File: config.mk
export PLATFORM = sky130hd
export DESIGN_NAME = vga_pattern_gen_flat
export DESIGN_NICKNAME = d
export VERILOG_FILES = /design/src/rtl/vga_pkg.sv /design/src/rtl/vga_pattern_gen_if.sv /design/src/rtl/vga_debounce.sv /design/src/rtl/vga_pattern_gen.sv /design/src/flat_wrapper.sv
export SDC_FILE = /design/constraint.sdc
export NUM_CORES = 1
export LEC_CHECK = 0
export CORE_ASPECT_RATIO = 0.75
export CORE_MARGIN = 1
export CORE_UTILIZATION = 40
export DETAILED_ROUTE_END_ITERATION = 7
export GPL_TIMING_DRIVEN = 0
export PLACE_DENSITY_LB_ADDON = 0.1
export SYNTH_ARGS = -nofsm -noshare
export SYNTH_HDL_FRONTEND = slang
export SYNTH_SLANG_ARGS = --single-unit
File: constraint.sdc
create_clock -name clk -period 2.6 [get_ports clk]
set_clock_uncertainty 0.15 [all_clocks]
set_input_delay 0.39 -clock clk [delete_from_list [all_inputs] [get_ports clk]]
set_output_delay 0.39 -clock clk [all_outputs]
set_load 0.005 [all_outputs]
File: src/rtl/vga_pkg.sv
// Shared constants, mode encoding and colour table for the VGA test-pattern source.
package vga_pkg;

  localparam int H_ACTIVE_DEF = 640;
  localparam int V_ACTIVE_DEF = 480;
  localparam int COORD_W      = 10;
  localparam int RGB_W        = 24;

  typedef enum logic [1:0] {
    MODE_BARS  = 2'd0,
    MODE_RAMP  = 2'd1,
    MODE_CHECK = 2'd2,
    MODE_SOLID = 2'd3
  } mode_e;

  localparam logic [RGB_W-1:0] WHITE = 24'hFF_FF_FF;
  localparam logic [RGB_W-1:0] BLACK = 24'h00_00_00;

  // Classic colour-bar order, left to right.
  function automatic logic [RGB_W-1:0] bar_color(input logic [2:0] idx);
    logic [RGB_W-1:0] c;
    case (idx)
      3'd0:    c = WHITE;
      3'd1:    c = 24'hFF_FF_00;
      3'd2:    c = 24'h00_FF_FF;
      3'd3:    c = 24'h00_FF_00;
      3'd4:    c = 24'hFF_00_FF;
      3'd5:    c = 24'hFF_00_00;
      3'd6:    c = 24'h00_00_FF;
      default: c = BLACK;
    endcase
    return c;
  endfunction

endpackage

File: src/rtl/vga_pattern_gen_if.sv
// Pixel bus between the VGA timing controller (master) and the pattern source (slave).
interface vga_pattern_gen_if;
  import vga_pkg::*;

  // Flow control: no backpressure. pix_en qualifies every input sample and advances the
  // slave pipeline; rgb_valid marks rgb as a visible pixel, two pix_en ticks after its coordinates.
  logic               pix_en;
  logic [COORD_W-1:0] x;
  logic [COORD_W-1:0] y;
  logic               active;
  logic               frame_start;
  logic [RGB_W-1:0]   rgb;
  logic               rgb_valid;

  modport master (
    output pix_en, x, y, active, frame_start,
    input  rgb, rgb_valid
  );

  modport slave (
    input  pix_en, x, y, active, frame_start,
    output rgb, rgb_valid
  );

endinterface

File: src/rtl/vga_debounce.sv
// Push-button conditioner: 2-FF synchroniser, stability counter, 1-clk rising-edge pulse.
module vga_debounce #(
  parameter int DEBOUNCE_CYCLES = 500000
) (
  input  logic clk,
  input  logic rst_n,
  input  logic btn_i,
  output logic rise_o
);

  localparam int CNT_W = $clog2(DEBOUNCE_CYCLES + 1);

  logic             sync1_q;
  logic             sync2_q;
  logic             level_q;
  logic             level_d;
  logic             rise_q;
  logic             rise_d;
  logic [CNT_W-1:0] cnt_q;
  logic [CNT_W-1:0] cnt_d;

  // Counter only runs while the synchronised input disagrees with the accepted level.
  always_comb begin
    level_d = level_q;
    rise_d  = 1'b0;
    cnt_d   = '0;
    if (sync2_q != level_q) begin
      if (cnt_q == CNT_W'(DEBOUNCE_CYCLES - 1)) begin
        level_d = sync2_q;
        rise_d  = sync2_q;
      end else begin
        cnt_d = cnt_q + CNT_W'(1);
      end
    end
  end

  always_ff @(posedge clk) begin
    if (!rst_n) begin
      sync1_q <= 1'b0;
      sync2_q <= 1'b0;
      level_q <= 1'b0;
      rise_q  <= 1'b0;
      cnt_q   <= '0;
    end else begin
      sync1_q <= btn_i;
      sync2_q <= sync1_q;
      level_q <= level_d;
      rise_q  <= rise_d;
      cnt_q   <= cnt_d;
    end
  end

  assign rise_o = rise_q;

endmodule

File: src/rtl/vga_pattern_gen.sv
// Test-pattern pixel source: button-driven mode/blank control applied on frame boundaries,
// frame counter and a 2-tick pixel pipeline feeding the VGA output.
module vga_pattern_gen
  import vga_pkg::*;
#(
  parameter int H_ACTIVE        = H_ACTIVE_DEF,
  parameter int V_ACTIVE        = V_ACTIVE_DEF,
  parameter int DEBOUNCE_CYCLES = 500000,
  parameter int CHECK_LOG2      = 5
) (
  input  logic               clk,
  input  logic               rst_n,
  vga_pattern_gen_if.slave   pix,
  input  logic               btn_mode,
  input  logic               btn_blank,
  output logic [1:0]         mode
);

  localparam int BAR_W = H_ACTIVE / 8;

  logic mode_rise;
  logic blank_rise;

  vga_debounce #(.DEBOUNCE_CYCLES(DEBOUNCE_CYCLES)) u_db_mode (
    .clk    (clk),
    .rst_n  (rst_n),
    .btn_i  (btn_mode),
    .rise_o (mode_rise)
  );

  vga_debounce #(.DEBOUNCE_CYCLES(DEBOUNCE_CYCLES)) u_db_blank (
    .clk    (clk),
    .rst_n  (rst_n),
    .btn_i  (btn_blank),
    .rise_o (blank_rise)
  );

  mode_e      mode_q;
  mode_e      mode_d;
  logic       blanked_q;
  logic       blanked_d;
  logic       mode_pend_q;
  logic       mode_pend_d;
  logic       blank_pend_q;
  logic       blank_pend_d;
  logic [7:0] frame_cnt_q;
  logic [7:0] frame_cnt_d;
  logic       fs_tick;

  assign fs_tick = pix.frame_start & pix.pix_en;

  // A press landing in the frame_start clk is kept pending for the following frame.
  always_comb begin
    mode_d       = mode_q;
    blanked_d    = blanked_q;
    frame_cnt_d  = frame_cnt_q;
    mode_pend_d  = mode_pend_q | mode_rise;
    blank_pend_d = blank_pend_q | blank_rise;
    if (fs_tick) begin
      frame_cnt_d  = frame_cnt_q + 8'd1;
      if (mode_pend_q) begin
        mode_d = mode_e'(mode_q + 2'd1);
      end
      if (blank_pend_q) begin
        blanked_d = ~blanked_q;
      end
      mode_pend_d  = mode_rise;
      blank_pend_d = blank_rise;
    end
  end

  always_ff @(posedge clk) begin
    if (!rst_n) begin
      mode_q       <= MODE_BARS;
      blanked_q    <= 1'b0;
      mode_pend_q  <= 1'b0;
      blank_pend_q <= 1'b0;
      frame_cnt_q  <= 8'd0;
    end else begin
      mode_q       <= mode_d;
      blanked_q    <= blanked_d;
      mode_pend_q  <= mode_pend_d;
      blank_pend_q <= blank_pend_d;
      frame_cnt_q  <= frame_cnt_d;
    end
  end

  assign mode = mode_q;

  logic [COORD_W-1:0] s1_x_q;
  logic [COORD_W-1:0] s1_y_q;
  logic               s1_act_q;
  logic [RGB_W-1:0]   rgb_q;
  logic [RGB_W-1:0]   rgb_d;
  logic               valid_q;
  logic               valid_d;
  logic               vis;
  logic [2:0]         bar_idx;
  logic               check_bit;

  assign vis = s1_act_q
             && (s1_x_q < COORD_W'(H_ACTIVE))
             && (s1_y_q < COORD_W'(V_ACTIVE));

  // Bar index from a chain of boundary compares instead of a divide.
  always_comb begin
    bar_idx = 3'd0;
    for (int k = 1; k < 8; k++) begin
      if (s1_x_q >= COORD_W'(k * BAR_W)) begin
        bar_idx = 3'(k);
      end
    end
  end

  assign check_bit = s1_x_q[CHECK_LOG2] ^ s1_y_q[CHECK_LOG2];

  always_comb begin
    rgb_d   = BLACK;
    valid_d = 1'b0;
    case (mode_q)
      MODE_BARS:  rgb_d = bar_color(bar_idx);
      MODE_RAMP:  rgb_d = {s1_x_q[9:2], s1_y_q[8:1], frame_cnt_q};
      MODE_CHECK: rgb_d = check_bit ? WHITE : BLACK;
      MODE_SOLID: rgb_d = {frame_cnt_q, ~frame_cnt_q, frame_cnt_q};
      default:    rgb_d = BLACK;
    endcase
    if (vis && !blanked_q) begin
      valid_d = 1'b1;
    end else begin
      rgb_d = BLACK;
    end
  end

  always_ff @(posedge clk) begin
    if (!rst_n) begin
      s1_x_q   <= '0;
      s1_y_q   <= '0;
      s1_act_q <= 1'b0;
      rgb_q    <= '0;
      valid_q  <= 1'b0;
    end else if (pix.pix_en) begin
      s1_x_q   <= pix.x;
      s1_y_q   <= pix.y;
      s1_act_q <= pix.active;
      rgb_q    <= rgb_d;
      valid_q  <= valid_d;
    end
  end

  assign pix.rgb       = rgb_q;
  assign pix.rgb_valid = valid_q;

endmodule
File: src/flat_wrapper.sv
// flat-port wrapper written by rule: the top's interface ports become plain ports
module vga_pattern_gen_flat import vga_pkg::*;
#(
  parameter int H_ACTIVE        = H_ACTIVE_DEF,
  parameter int V_ACTIVE        = V_ACTIVE_DEF,
  parameter int DEBOUNCE_CYCLES = 500000,
  parameter int CHECK_LOG2      = 5
)
  (clk, rst_n, btn_mode, btn_blank, mode, pix_pix_en, pix_x, pix_y, pix_active, pix_frame_start, pix_rgb, pix_rgb_valid);
  vga_pattern_gen_if pix_i ();
  input  logic clk;
  input  logic rst_n;
  input  logic btn_mode;
  input  logic btn_blank;
  output logic [1:0] mode;
  input wire logic [$bits(pix_i.pix_en)-1:0] pix_pix_en;
  input wire logic [$bits(pix_i.x)-1:0] pix_x;
  input wire logic [$bits(pix_i.y)-1:0] pix_y;
  input wire logic [$bits(pix_i.active)-1:0] pix_active;
  input wire logic [$bits(pix_i.frame_start)-1:0] pix_frame_start;
  output wire logic [$bits(pix_i.rgb)-1:0] pix_rgb;
  output wire logic [$bits(pix_i.rgb_valid)-1:0] pix_rgb_valid;
  assign pix_i.pix_en = pix_pix_en;
  assign pix_i.x = pix_x;
  assign pix_i.y = pix_y;
  assign pix_i.active = pix_active;
  assign pix_i.frame_start = pix_frame_start;
  assign pix_rgb = pix_i.rgb;
  assign pix_rgb_valid = pix_i.rgb_valid;
  vga_pattern_gen #(.H_ACTIVE(H_ACTIVE), .V_ACTIVE(V_ACTIVE), .DEBOUNCE_CYCLES(DEBOUNCE_CYCLES), .CHECK_LOG2(CHECK_LOG2)) u_core (.clk(clk), .rst_n(rst_n), .pix(pix_i), .btn_mode(btn_mode), .btn_blank(btn_blank), .mode(mode));
endmodule
==> images/pins.png <==
Pins as bars across the die edge, other pins in gray.
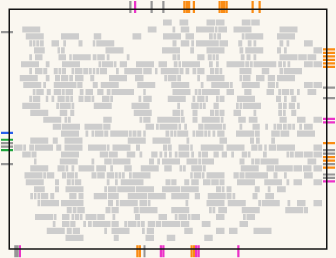
- pix_pix_en: blue (pins 1; direction input; edge left)
- pix_rgb: orange (pins 24; direction output; edge 10 top, 10 right, 4 bottom)
- mode: green (pins 2; direction output; edge left)
- pix_y: magenta (pins 10; direction input; edge 6 bottom, 3 right, 1 top)

==> images/met3.png <==
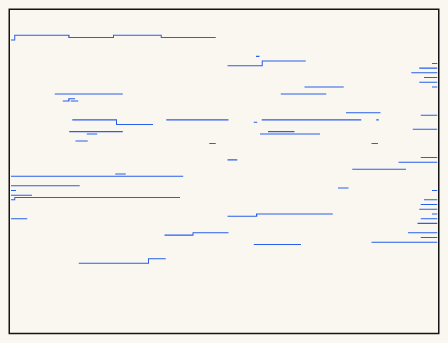
- wire length on this layer: 613 um
- share of all routed wire: 6.1%
- main direction: horizontal
- longest straight run: 49.4 um
- nets with wire on the layer: 45

==> images/final_congestion.png <==
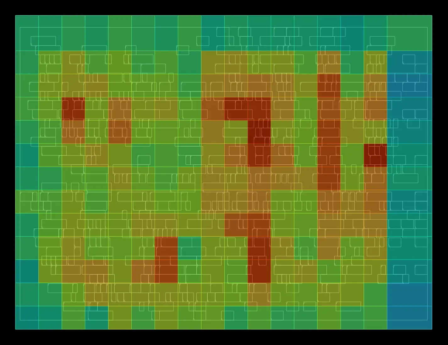
layer with the highest usage after global routing: met2
global routing met2 resource utilization: 0.296

==> ci_impl_report.md <==
## Implementation flow summary

| Metric | Value |
|---|---|
| RR Endpoint | u_core.pix.rgb[15] |
| FF+latch count, synth | 102 |
| Initial DRC Count | 149 |
| Outcome | complete, no violations |
| Cell type with the largest total area | sky130_fd_sc_hd__dfxtp_1 |
| Area reported by Yosys stat | 4450 sq um |
| Cts repair resizes | 0 |
| Cell with the most instances after synthesis | sky130_fd_sc_hd__dfxtp_1 |
| Net count after synthesis | 535 |
| Tally of filler cells in the layout | 1,005 |
| Post-Synthesis Mean Instance Area | 8.88 sq um |
| Synthesized instance count | 501 |
| Endpoint of the most critical setup path | u_core.pix.rgb[15] |
| Number of search-and-repair iterations in the first detailed-routing pass | 4 |
| Sequential power share | 0.534 |
| IO buf count | 48 |
| Clock slew at the register clock pins of the worst setup and hold paths | 60 ps |
| Std-Cell Core Area | 10,500 sq um |
| Total grt overflow | 0 |
| Startpoint type of the worst setup path | flip-flop |
| Number of buffers inserted for hold repair after clock tree synthesis | 0 |
| Total area of sequential cells | 2040 sq um |
| Maximum count of clock buffers along a single path | 2 |
| Leakage | 1.92 nW |
| Share of post-route cells with drive strength above 1 | 0.0709 |
| Share of the synthesized area in the top cell type | 0.459 |
| H-tree levels | 3 |
| Largest fanout on the critical path | 10 |
| Comb area | 2180 sq um |
| Data required time of the critical path | 2690 ps |
| Critical path arrival | 2310 ps |
| Total number of warnings across the stage logs | 32 |
| WHS | 283 ps |
| Setup TNS Final | 0 ps |
| Routed via count divided by cell count | 5.09 |
| Internal power | 2.39 mW |
| Number of nets still failing antenna checks after routing | 0 |
| Clock tree from TritonCTS | yes |
| Detailed-placement wirelength estimate | 7440 um |
| Launch point of the critical path | u_core.mode[1] |
| Hold depth | 1 |
critical path, stage by stage (launching register included):
cell and delay [ps]:
sky130_fd_sc_hd__dfxtp_1 450, sky130_fd_sc_hd__inv_1 100, sky130_fd_sc_hd__ha_1 260, sky130_fd_sc_hd__a21o_1 250
sky130_fd_sc_hd__clkbuf_1 260, sky130_fd_sc_hd__a221oi_1 350, sky130_fd_sc_hd__o22ai_1 100, sky130_fd_sc_hd__and2_1 190
metal layers:
metal	up-vias	routed length [um]	part of all wire	global-route usage
li1	1814	-	-	-
met1	1664	4930	0.49	0.251
met2	77	4470	0.44	0.296
met3	11	613	0.061	0.0677
met4	0	104	0.010	0.0532
met5	-	0	0	0
metrics by stage:
step	cells	instance area (sq um)
2_1_floorplan	501	4450
3_3_place_gp	685	5100
3_5_place_dp	685	5100
4_1_cts	700	5370
5_1_grt	700	5370
6_report	701	5370
power groups by stage:
stage	Clock [mW]	Combinational, mW	Sequential [mW]
finish	1.23	0.186	1.62
global route	1.35	0.205	1.63
CTS	1.27	0.188	1.62
detailed placement	0	0.186	1.66
global placement	0	0.183	1.66
floorplan	0	0.103	1.65
cells by family after synthesis:
group / after synthesis / share of synthesized area
buf+inv: 50 / 0.0506
flops: 102 / 0.459
simple gates: 208 / 0.239
fa+ha+maj: 7 / 0.0197
mux: 20 / 0.0450
xor+xnor: 45 / 0.0886
compound gates: 69 / 0.0976
area by class of cell:
type,count,share of cell area
clock inverter,1,0.000932
inverter,23,0.0161
tap,136,0.0317
multi-input combinational,349,0.406
timing repair buffer,48,0.0895
antenna,1,0.000466
sequential,102,0.380
clock buffer,14,0.0492
buffer,27,0.0259
Power and IR drop assume default switching activity.
